## config.mk

```make
export PLATFORM = sky130hd
export DESIGN_NAME = jpeg_byte_destuffer_flat
export DESIGN_NICKNAME = d
export VERILOG_FILES = /design/src/rtl/jpeg_byte_destuffer_if.sv /design/src/rtl/jpeg_byte_destuffer.sv /design/src/flat_wrapper.sv
export SDC_FILE = /design/constraint.sdc
export NUM_CORES = 1
export LEC_CHECK = 0
export CAP_MARGIN = 25
export CORE_AREA = 2 2 81 83
export DETAILED_ROUTE_END_ITERATION = 16
export DIE_AREA = 0 0 83 85
export GPL_TIMING_DRIVEN = 0
export PLACE_DENSITY = 0.8
export SLEW_MARGIN = 15
export SYNTH_ARGS = -nofsm -noshare
export SYNTH_HDL_FRONTEND = slang
export SYNTH_SLANG_ARGS = --single-unit
```

## constraint.sdc

```tcl
create_clock -name clk -period 3.7 [get_ports clk]
set_input_delay 1.11 -clock clk [delete_from_list [all_inputs] [get_ports clk]]
set_output_delay 1.11 -clock clk [all_outputs]
set_load 0.005 [all_outputs]
```

## src/rtl/jpeg_byte_destuffer_if.sv

```systemverilog
// Signal bundle for jpeg_byte_destuffer: compressed byte input, destuffed byte
// output, marker sideband, and status/control.
interface jpeg_byte_destuffer_if;
  logic        in_valid;
  logic        in_ready;
  logic [7:0]  in_data;
  logic        out_valid;
  logic        out_ready;
  logic [7:0]  out_data;
  logic        marker_valid;
  logic [7:0]  marker_code;
  logic        seq_err;
  logic        eoi_seen;
  logic        restart;
  logic [15:0] byte_count;

  modport master (
    output in_valid, in_data, out_ready, restart,
    input  in_ready, out_valid, out_data, marker_valid, marker_code,
           seq_err, eoi_seen, byte_count
  );

  modport slave (
    input  in_valid, in_data, out_ready, restart,
    output in_ready, out_valid, out_data, marker_valid, marker_code,
           seq_err, eoi_seen, byte_count
  );
endinterface

```

## src/rtl/jpeg_byte_destuffer.sv

```systemverilog
// JPEG receive-side destuffer: drops stuffed 0x00 after 0xFF and 0xFF fill bytes,
// and diverts markers to a sideband. Scan bytes go out through a 2-entry FIFO.
module jpeg_byte_destuffer (
  input  logic                  clk,
  input  logic                  rst_n,
  jpeg_byte_destuffer_if.slave  bus
);
  typedef enum logic [1:0] {
    NORMAL = 2'd0,
    GOT_FF = 2'd1,
    MARK   = 2'd2,
    HALT   = 2'd3
  } state_t;

  state_t      state_r;
  logic [7:0]  fifo_r [2];
  logic [1:0]  count_r;
  logic [7:0]  code_r;
  logic [2:0]  rst_expect_r;
  logic        eoi_r;
  logic [15:0] byte_count_r;

  logic        accept_s;
  logic        push_s;
  logic        pop_s;
  logic [7:0]  push_data_s;
  logic        fire_s;
  logic        is_rst_s;
  logic        is_eoi_s;

  assign bus.in_ready  = ((state_r == NORMAL) || (state_r == GOT_FF)) && (count_r < 2'd2);
  assign accept_s      = bus.in_valid && bus.in_ready;
  assign pop_s         = bus.out_ready && (count_r != 2'd0);
  // A marker is signalled only once every earlier data byte has left the FIFO.
  assign fire_s        = (state_r == MARK) && (count_r == 2'd0) && !bus.restart;
  assign is_rst_s      = (code_r[7:3] == 5'b11010);
  assign is_eoi_s      = (code_r == 8'hD9);

  assign bus.out_valid    = (count_r != 2'd0);
  assign bus.out_data     = fifo_r[0];
  assign bus.marker_valid = fire_s;
  assign bus.marker_code  = code_r;
  assign bus.seq_err      = fire_s && is_rst_s && (code_r[2:0] != rst_expect_r);
  assign bus.eoi_seen     = eoi_r || (fire_s && is_eoi_s);
  assign bus.byte_count   = byte_count_r;

  // Decide whether the accepted byte produces a scan byte, and which value.
  always_comb begin
    push_s      = 1'b0;
    push_data_s = bus.in_data;
    if (accept_s && !bus.restart) begin
      case (state_r)
        NORMAL: push_s = (bus.in_data != 8'hFF);
        GOT_FF: begin
          if (bus.in_data == 8'h00) begin
            push_s      = 1'b1;
            push_data_s = 8'hFF;
          end else begin
            push_s      = 1'b0;
          end
        end
        default: push_s = 1'b0;
      endcase
    end else begin
      push_s = 1'b0;
    end
  end

  // Two-entry in-order FIFO; entry 0 is always the head.
  always_ff @(posedge clk or negedge rst_n) begin
    if (!rst_n) begin
      fifo_r[0] <= 8'h00;
      fifo_r[1] <= 8'h00;
      count_r   <= 2'd0;
    end else if (bus.restart) begin
      count_r <= 2'd0;
    end else begin
      case ({push_s, pop_s})
        2'b10: begin
          if (count_r == 2'd0) fifo_r[0] <= push_data_s;
          else                 fifo_r[1] <= push_data_s;
          count_r <= count_r + 2'd1;
        end
        2'b01: begin
          fifo_r[0] <= fifo_r[1];
          count_r   <= count_r - 2'd1;
        end
        2'b11: begin
          if (count_r == 2'd1) begin
            fifo_r[0] <= push_data_s;
          end else begin
            fifo_r[0] <= fifo_r[1];
            fifo_r[1] <= push_data_s;
          end
        end
        default: count_r <= count_r;
      endcase
    end
  end

  // Stream parser: stuffing, fill bytes, marker capture and resolution.
  always_ff @(posedge clk or negedge rst_n) begin
    if (!rst_n) begin
      state_r      <= NORMAL;
      code_r       <= 8'h00;
      rst_expect_r <= 3'd0;
      eoi_r        <= 1'b0;
    end else if (bus.restart) begin
      state_r      <= NORMAL;
      rst_expect_r <= 3'd0;
      eoi_r        <= 1'b0;
    end else begin
      case (state_r)
        NORMAL: begin
          if (accept_s && (bus.in_data == 8'hFF)) state_r <= GOT_FF;
        end
        GOT_FF: begin
          if (accept_s) begin
            if (bus.in_data == 8'h00) begin
              state_r <= NORMAL;
            end else if (bus.in_data != 8'hFF) begin
              code_r  <= bus.in_data;
              state_r <= MARK;
            end
          end
        end
        MARK: begin
          if (fire_s) begin
            if (is_rst_s) begin
              rst_expect_r <= code_r[2:0] + 3'd1;
              state_r      <= NORMAL;
            end else if (is_eoi_s) begin
              eoi_r   <= 1'b1;
              state_r <= HALT;
            end else begin
              state_r <= NORMAL;
            end
          end
        end
        HALT:    state_r <= HALT;
        default: state_r <= NORMAL;
      endcase
    end
  end

  // Scan byte counter, cleared by restart and by each RSTn marker; saturating.
  always_ff @(posedge clk or negedge rst_n) begin
    if (!rst_n) begin
      byte_count_r <= 16'h0000;
    end else if (bus.restart) begin
      byte_count_r <= 16'h0000;
    end else if (fire_s && is_rst_s) begin
      byte_count_r <= 16'h0000;
    end else if (push_s && (byte_count_r != 16'hFFFF)) begin
      byte_count_r <= byte_count_r + 16'h0001;
    end
  end
endmodule
```

## src/flat_wrapper.sv

```systemverilog
// flat-port wrapper written by rule: the top's interface ports become plain ports
module jpeg_byte_destuffer_flat 
  (clk, rst_n, bus_in_valid, bus_in_data, bus_out_ready, bus_restart, bus_in_ready, bus_out_valid, bus_out_data, bus_marker_valid, bus_marker_code, bus_seq_err, bus_eoi_seen, bus_byte_count);
  jpeg_byte_destuffer_if bus_i ();
  input  logic clk;
  input  logic rst_n;
  input wire logic [$bits(bus_i.in_valid)-1:0] bus_in_valid;
  input wire logic [$bits(bus_i.in_data)-1:0] bus_in_data;
  input wire logic [$bits(bus_i.out_ready)-1:0] bus_out_ready;
  input wire logic [$bits(bus_i.restart)-1:0] bus_restart;
  output wire logic [$bits(bus_i.in_ready)-1:0] bus_in_ready;
  output wire logic [$bits(bus_i.out_valid)-1:0] bus_out_valid;
  output wire logic [$bits(bus_i.out_data)-1:0] bus_out_data;
  output wire logic [$bits(bus_i.marker_valid)-1:0] bus_marker_valid;
  output wire logic [$bits(bus_i.marker_code)-1:0] bus_marker_code;
  output wire logic [$bits(bus_i.seq_err)-1:0] bus_seq_err;
  output wire logic [$bits(bus_i.eoi_seen)-1:0] bus_eoi_seen;
  output wire logic [$bits(bus_i.byte_count)-1:0] bus_byte_count;
  assign bus_i.in_valid = bus_in_valid;
  assign bus_i.in_data = bus_in_data;
  assign bus_i.out_ready = bus_out_ready;
  assign bus_i.restart = bus_restart;
  assign bus_in_ready = bus_i.in_ready;
  assign bus_out_valid = bus_i.out_valid;
  assign bus_out_data = bus_i.out_data;
  assign bus_marker_valid = bus_i.marker_valid;
  assign bus_marker_code = bus_i.marker_code;
  assign bus_seq_err = bus_i.seq_err;
  assign bus_eoi_seen = bus_i.eoi_seen;
  assign bus_byte_count = bus_i.byte_count;
  jpeg_byte_destuffer u_core (.clk(clk), .rst_n(rst_n), .bus(bus_i));
endmodule
```

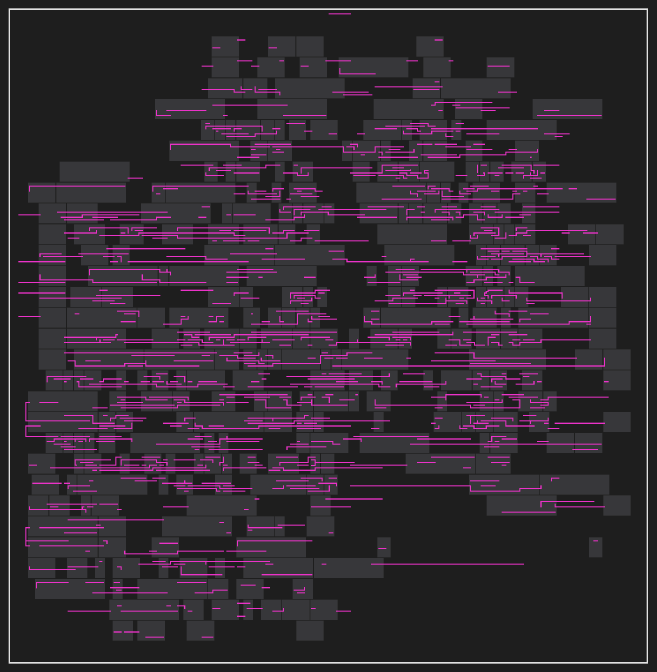
**Above:** run 1 (metal 1).
The layer holds 44% of the routed length. The longest straight run is 35.4 um. The wires run mostly horizontal. 303 nets have wire on it. The layer carries 2,690 um of wire.

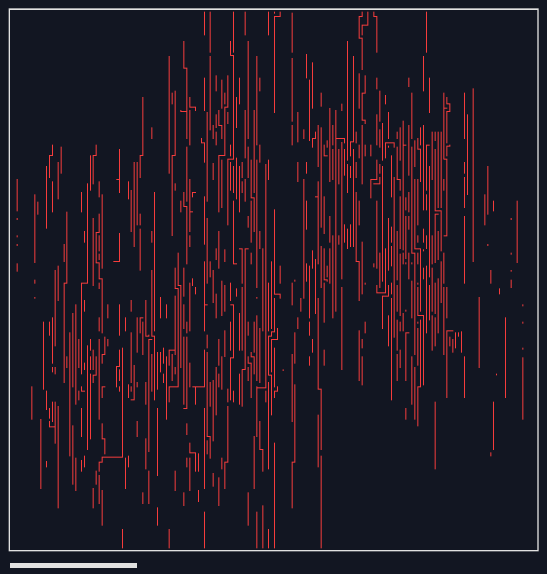
**Above:** run 1 (M2 wires).
Scale bar: 20 um.
The layer holds 51% of the routed length. 299 nets have wire on it. The wires run mostly vertical. The longest straight run is 35.2 um.
Via Count: 2,313
drt total wl: 6.17 mm
met2 GRT Util: 31.5%

==> results.toml, run 1 <==
# synthesis and place-and-route metrics
[clock_network]
cts_root_buf = "clkbuf_8"
clock-sinks = 48
post-cts-setup-buffers = 0
clk_pin_slew_ps = 90
numCtsBuffers = 5
htreeDepth = 2
cts.path.max_buffers = 2
ctsResizeCount = 0
clock_latency_ps = 300
cts_hold_buf = 0

[critical_path]
crit_type = "in2out"
cp-end-kind = "output pin"
reg2reg_from = "u_core.count_r[1]"
r2r_cells = 7
startpoint_type = "input port"
worstPathArrival_ps = 2350
worstPathMaxFanout = 8
r2r_slack_ps = 1540
r2r-end = "u_core.bus.byte_count[13]"

[yosys]
yosysSeqAreaShare_pct = 44.4
ys_cells = 274
yosysUniqueCellTypes = 50
enable_flop_cells = 0
area_leaders = "dfrtp_1 (44%), mux2i_1 (4.8%), inv_1 (3.3%)"
syn_nets = 292
synth_warnings = 0
synth_async_sr_flop_share_pct = 100
synth-seq-cells = 48
adder_share_pct = 2.31
synth.cellmix.simpleShare_pct = 21.9
top_area_cell = "dfrtp_1"
netlist_instances = 274
yosys.area_share.aoi_pct = 14.4
top_logic_kind = "simple AND/OR/NAND/NOR gates"
synth_area_um2 = 2710
synthFlopType = "dfrtp_1"
yosys.area_share.xor_xnor_pct = 1.94
syn_avg_cell_area_um2 = 9.87
yosys-stat-area_um2 = 2710

[floorplan]
core_um2 = 6200
pin_count = 50
chipArea_um2 = 7060
initCoreUtil_pct = 43.6
dieWidth_um = 83
nWellTaps = 77
fp.dieH_um = 85

[layout]
comb_share_pct = 38.4
nNetsFinal = 349
clkbuf_count = 7
lay_top_cells = "dfrtp_1 (48), clkdlybuf4s50_1 (47), inv_1 (24)"
layout-drive-gt1-share_pct = 13.3
flop_area_um2 = 1200
clock_area_share_pct = 2.76
largestClassByArea = "logic gates"
bufAreaShareNonClock_pct = 18.1
lay_top_count = "dfrtp_1"
seq_share_pct = 35.3
postLayoutCoreUtil_pct = 54.8
flops = 48
fillerInstances = 544
layout.cells.non_filler = 409
area_growth_pct = 25.8
logic_area_um2 = 1310
design_area_um2 = 3400
n_all_buffers = 65

[final_timing]
rsz0062_at_grt = "false"
worst_pin_slew_ps = 746
setup_tns_ps = 0
slew_viol_final = 0
finClkSkew_ps = 6.41
slew_headroom_pct = 50.2
holdWs_ps = 510
timing.fmax_mhz = 289
finalHoldViolCount = 0
finalCriticalPeriod_ps = 3460

[global_route]
grt_max_degree = 31
antenna_found_initial = 0
met1_usage_pct = 23.5
grt-busiest-layer = "met2"
grt_pass1_wl_mm = 10.7
first_global_vias = 2279
grt_overflow = 0

[place]
dpl_worst_slack_ps = 223
dp.cells = 400
place_congestion = 0.872
dp_hpwl_mm = 4.54
portBuffers = 48
dpl_cell_area_um2 = 3300

[run]
maxCapViolations = 0
warnings = 28

[routing]
wl_per_cell_um = 15.1
drtAntennaViolNets = 0
drt_iter0_drc = 84
wl_met1_mm = 2.69
top_layer = "met4"
wl_met3_um = 297
drc = 0

[pwr]
cellPowerDensity_nw_per_um2 = 494
total_power_w = 0.00168
peakVddDrop_mv = 0.362
power_leakage_nw = 1.48

[hold_path]
hold_depth = 1
worstHoldStart = "u_core.bus.byte_count[14]"
min_to = "u_core.bus.byte_count[14]"

[outcome]
status = "finished clean"
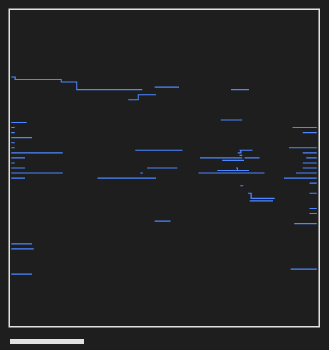
**Above:** run 1 (M3 wires).
Scale bar: 20 um.
The layer carries 298 um of wire. The wires run mostly horizontal.
met3 global-route usage: 3.60%

## run 1: sequential cells by signal, indices dropped and copies added (netlist names)
signal                  count
u_core.bus.marker_code      8
u_core.state_r              2
u_core.eoi_r                1
u_core.bus.byte_count      16
u_core.count_r              2
u_core.bus.out_data         8
u_core.fifo_r               8
u_core.rst_expect_r         3
## run 1: how the worst max path moves through the flow
stage                      start                        end  slack [ps]  cells after the start
2_1_floorplan        bus_restart                bus_seq_err         820                      4
3_3_place_gp               rst_n  u_core.bus.marker_code[6]         140                      1
3_5_place_dp         bus_restart                bus_seq_err         220                      5
4_1_cts              bus_restart                bus_seq_err         220                      5
5_1_grt        u_core.count_r[1]                bus_seq_err         120                      7
6_report             bus_restart                bus_seq_err         240                      5
## run 1: cell usage after synthesis (all sizes together) (2+ instances only)
| library cell | number |
|---|---|
| dfrtp | 48 |
| inv | 24 |
| nand2 | 22 |
| nor2 | 21 |
| buf | 14 |
| mux2i | 13 |
| nand3 | 13 |
| a21oi | 10 |
| a31oi | 9 |
| o21ai | 9 |
| nand4 | 8 |
| o22ai | 8 |
| mux2 | 7 |
| nor3 | 6 |
| xnor2 | 6 |
| and3 | 5 |
| ha | 5 |
| nor4 | 5 |
| o31ai | 5 |
| and4 | 4 |
| or4 | 4 |
| a41o | 3 |
| o311ai | 3 |
| or2 | 3 |
| or3 | 3 |
| a21o | 2 |
## run 1: report_power, final
group          total, W  switching, W  internal, W
Sequential     0.000710     0.0000759     0.000634
Clock          0.000330      0.000178     0.000152
Combinational  0.000642      0.000289     0.000353
Total           0.00168      0.000543      0.00114
## run 1: worst max-delay path, cell delays in order
cell and delay [ps]:
buf_2 190, nor2_1 220, nand2_1 130, a31oi_1 180
clkdlybuf4s50_1 520
## Run 2: what changed since run 1
--- a/config.mk
+++ b/config.mk
@@ -6,11 +6,12 @@
 export NUM_CORES = 1
 export LEC_CHECK = 0
 export CAP_MARGIN = 25
-export CORE_AREA = 2 2 81 83
+export CORE_AREA = 2 2 73 75
 export DETAILED_ROUTE_END_ITERATION = 16
-export DIE_AREA = 0 0 83 85
+export DIE_AREA = 0 0 75 77
 export GPL_TIMING_DRIVEN = 0
-export PLACE_DENSITY = 0.8
+export PLACE_DENSITY = 0.94
+export SKIP_CTS_REPAIR_TIMING = 1
 export SLEW_MARGIN = 15
 export SYNTH_ARGS = -nofsm -noshare
 export SYNTH_HDL_FRONTEND = slang
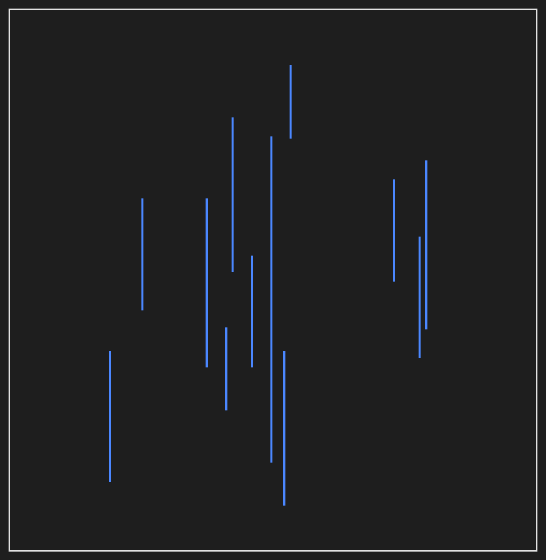
**Above:** run 2 (met4 routing).
11 nets have wire on it. The layer holds 3.8% of the routed length.
drt total wl: 6.28 mm
Via Count: 2,351

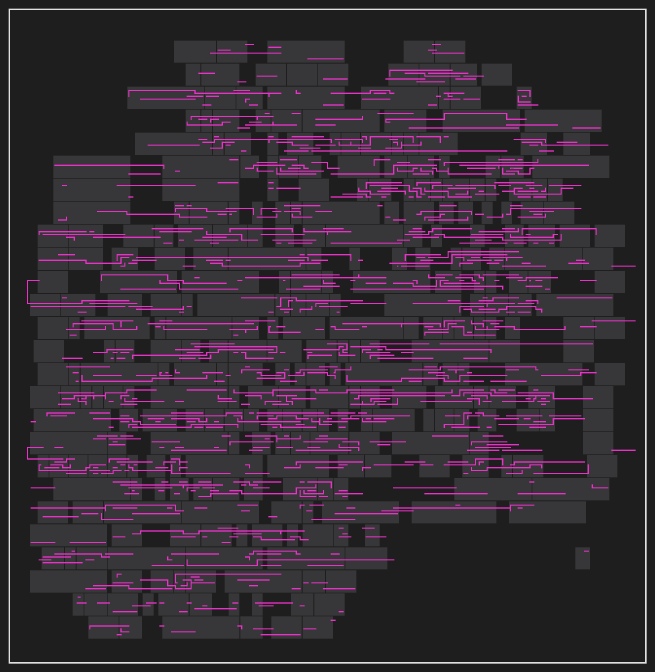
**Above:** run 2 (metal 1).
The wires run mostly horizontal. The layer holds 40% of the routed length. 305 nets have wire on it.

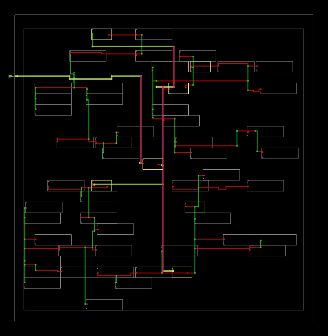
**Above:** run 2 (the clock network).
CTS Buf Count: 5
Clk. pwr: 0.000341 W
clock skew: 13.4 ps
Seq cells: 48
clock insertion delay at the later pin of the skew report: 310 ps

==> run 2 against run 1 <==
  * Final cell count down 2.2%
  * Largest cell class unchanged
  * Sequential cell count unchanged
  * Global-route usage up 5.5 points
  * Core utilization up 13 points
  * Sequential share of layout area up 0.12 points
  * Clock-buffer cell count unchanged
  * Design area down 0.33%
  * Highest routed layer unchanged
  * Synthesized cell count unchanged
  * Fmax down 1.0%
  * Sequential power about the same
==> results.toml, run 2 <==
# synthesis and place-and-route metrics
[outcome]
status = "finished clean"

[layout]
design_area_um2 = 3390
area_growth_pct = 25.4
lay_top_cells = "dfrtp_1 (48), clkdlybuf4s50_1 (47), inv_1 (24)"
layout-drive-gt1-share_pct = 13.0
postLayoutCoreUtil_pct = 68.1
nNetsFinal = 348
lay_top_count = "dfrtp_1"

[place]
dpl_worst_slack_ps = 233
portBuffers = 48
dp_hpwl_mm = 4.65
dpl_cell_area_um2 = 3300
place_congestion = 0.880

[floorplan]
dieWidth_um = 75
core_um2 = 4980
pin_count = 50
fp.dieH_um = 77
chipArea_um2 = 5780
initCoreUtil_pct = 54.3

[pwr]
peakVddDrop_mv = 0.448
cellPowerDensity_nw_per_um2 = 502
total_power_w = 0.00170

[yosys]
yosysUniqueCellTypes = 50
syn_nets = 292
enable_flop_cells = 0
synth_area_um2 = 2710
yosysSeqAreaShare_pct = 44.4
synth-seq-cells = 48
yosysMostFrequentCell = "dfrtp_1"
syn_avg_cell_area_um2 = 9.87
area_leaders = "dfrtp_1 (44%), mux2i_1 (4.8%), inv_1 (3.3%)"
ys_cells = 274
netlist_instances = 274
synth_async_sr_flop_share_pct = 100
synth_warnings = 0

[global_route]
first_global_vias = 2253
grt_pass1_wl_mm = 10.6
grt_max_degree = 30
grt_overflow = 0

[critical_path]
crit_type = "in2out"
worstPathArrival_ps = 2380
path_buffers = 2
crit_chain = "buf_2 > nor2_1 > nand2_1 > a31oi_1 > clkdlybuf4s50_1"
cp-endpoint = "bus_seq_err"
r2r_cells = 6
critPathMaxStageDelay_ps = 530
r2r-end = "u_core.bus.byte_count[9]"
r2r_slack_ps = 1470
worstPathMaxFanout = 8
reg2reg_from = "u_core.count_r[1]"
startpoint = "bus_restart"
cp_slowest_cell = "clkdlybuf4s50_1"
startpoint_type = "input port"

[final_timing]
rsz0062_at_grt = "false"
timing.fmax_mhz = 286
slew_headroom_pct = 30.5
finalHoldViolCount = 0
finalCriticalPeriod_ps = 3490
holdWs_ps = 511
slew_viol_final = 0
setup_tns_ps = 0

[clock_network]
clk_pin_slew_ps = 80
clock-sinks = 48
cts.path.max_buffers = 2
htreeDepth = 2
cts_root_buf = "clkbuf_8"

[routing]
drc = 0
wl_per_cell_um = 15.7

[run]
warnings = 28
maxCapViolations = 0
run 2: how the worst min path moves through the flow:
stage / slack, ps / depth (start not counted) / end / start
4_1_cts: 520 / 2 / u_core.rst_expect_r[0] / u_core.rst_expect_r[0]
3_5_place_dp: 500 / 2 / u_core.rst_expect_r[0] / u_core.rst_expect_r[0]
5_1_grt: 550 / 2 / u_core.rst_expect_r[0] / u_core.rst_expect_r[0]
3_3_place_gp: 480 / 2 / u_core.rst_expect_r[2] / u_core.rst_expect_r[2]
2_1_floorplan: 470 / 2 / u_core.rst_expect_r[0] / u_core.rst_expect_r[0]
6_report: 510 / 2 / u_core.rst_expect_r[0] / u_core.rst_expect_r[0]
run 2: worst register-to-register path: stages (launching register included):
cell,delay [ps]
dfrtp_1,450
inv_1,130
ha_1,210
nand3b_1,150
o31ai_1,890
or2_2,240
o31ai_1,60
run 2: cell type report:
cell class	count	area [um2]	share of cell area (%)
plain buffers	15	106	3.14
well taps	70	87.6	2.58
clock buffers	7	96.3	2.84
multi-input cells	187	1310	38.5
inverters	24	90.1	2.66
flip-flops and latches	48	1200	35.4
repair buffers	49	503	14.8
run 2: power breakdown:
part | leakage [nW] | internal, W | switching (W)
clock network | 0.0503 | 0.000167 | 0.000174
registers | 0.617 | 0.000634 | 0.0000762
logic | 0.813 | 0.000353 | 0.000299
run 2: logic make-up after synthesis:
family	share of synthesized area, %
XOR/XNOR	1.94
multiplexers	7.72
AND/OR/NAND/NOR	21.9
AND-OR/OR-AND	14.4
buffers and inverters	7.26
adder cells (fa/ha/maj)	2.31
flip-flops	44.4
run 2: per-layer routing:
layer / track usage, % / wire length [um] / vias up
met2: 37.7 / 3140 / 88
li1: - / - / 1118
met3: 5.91 / 400 / 26
met5: 0 / 0 / -
met4: 11.4 / 240 / 0
met1: 29.6 / 2500 / 1119
Power is estimated from default activity; no workload was simulated.
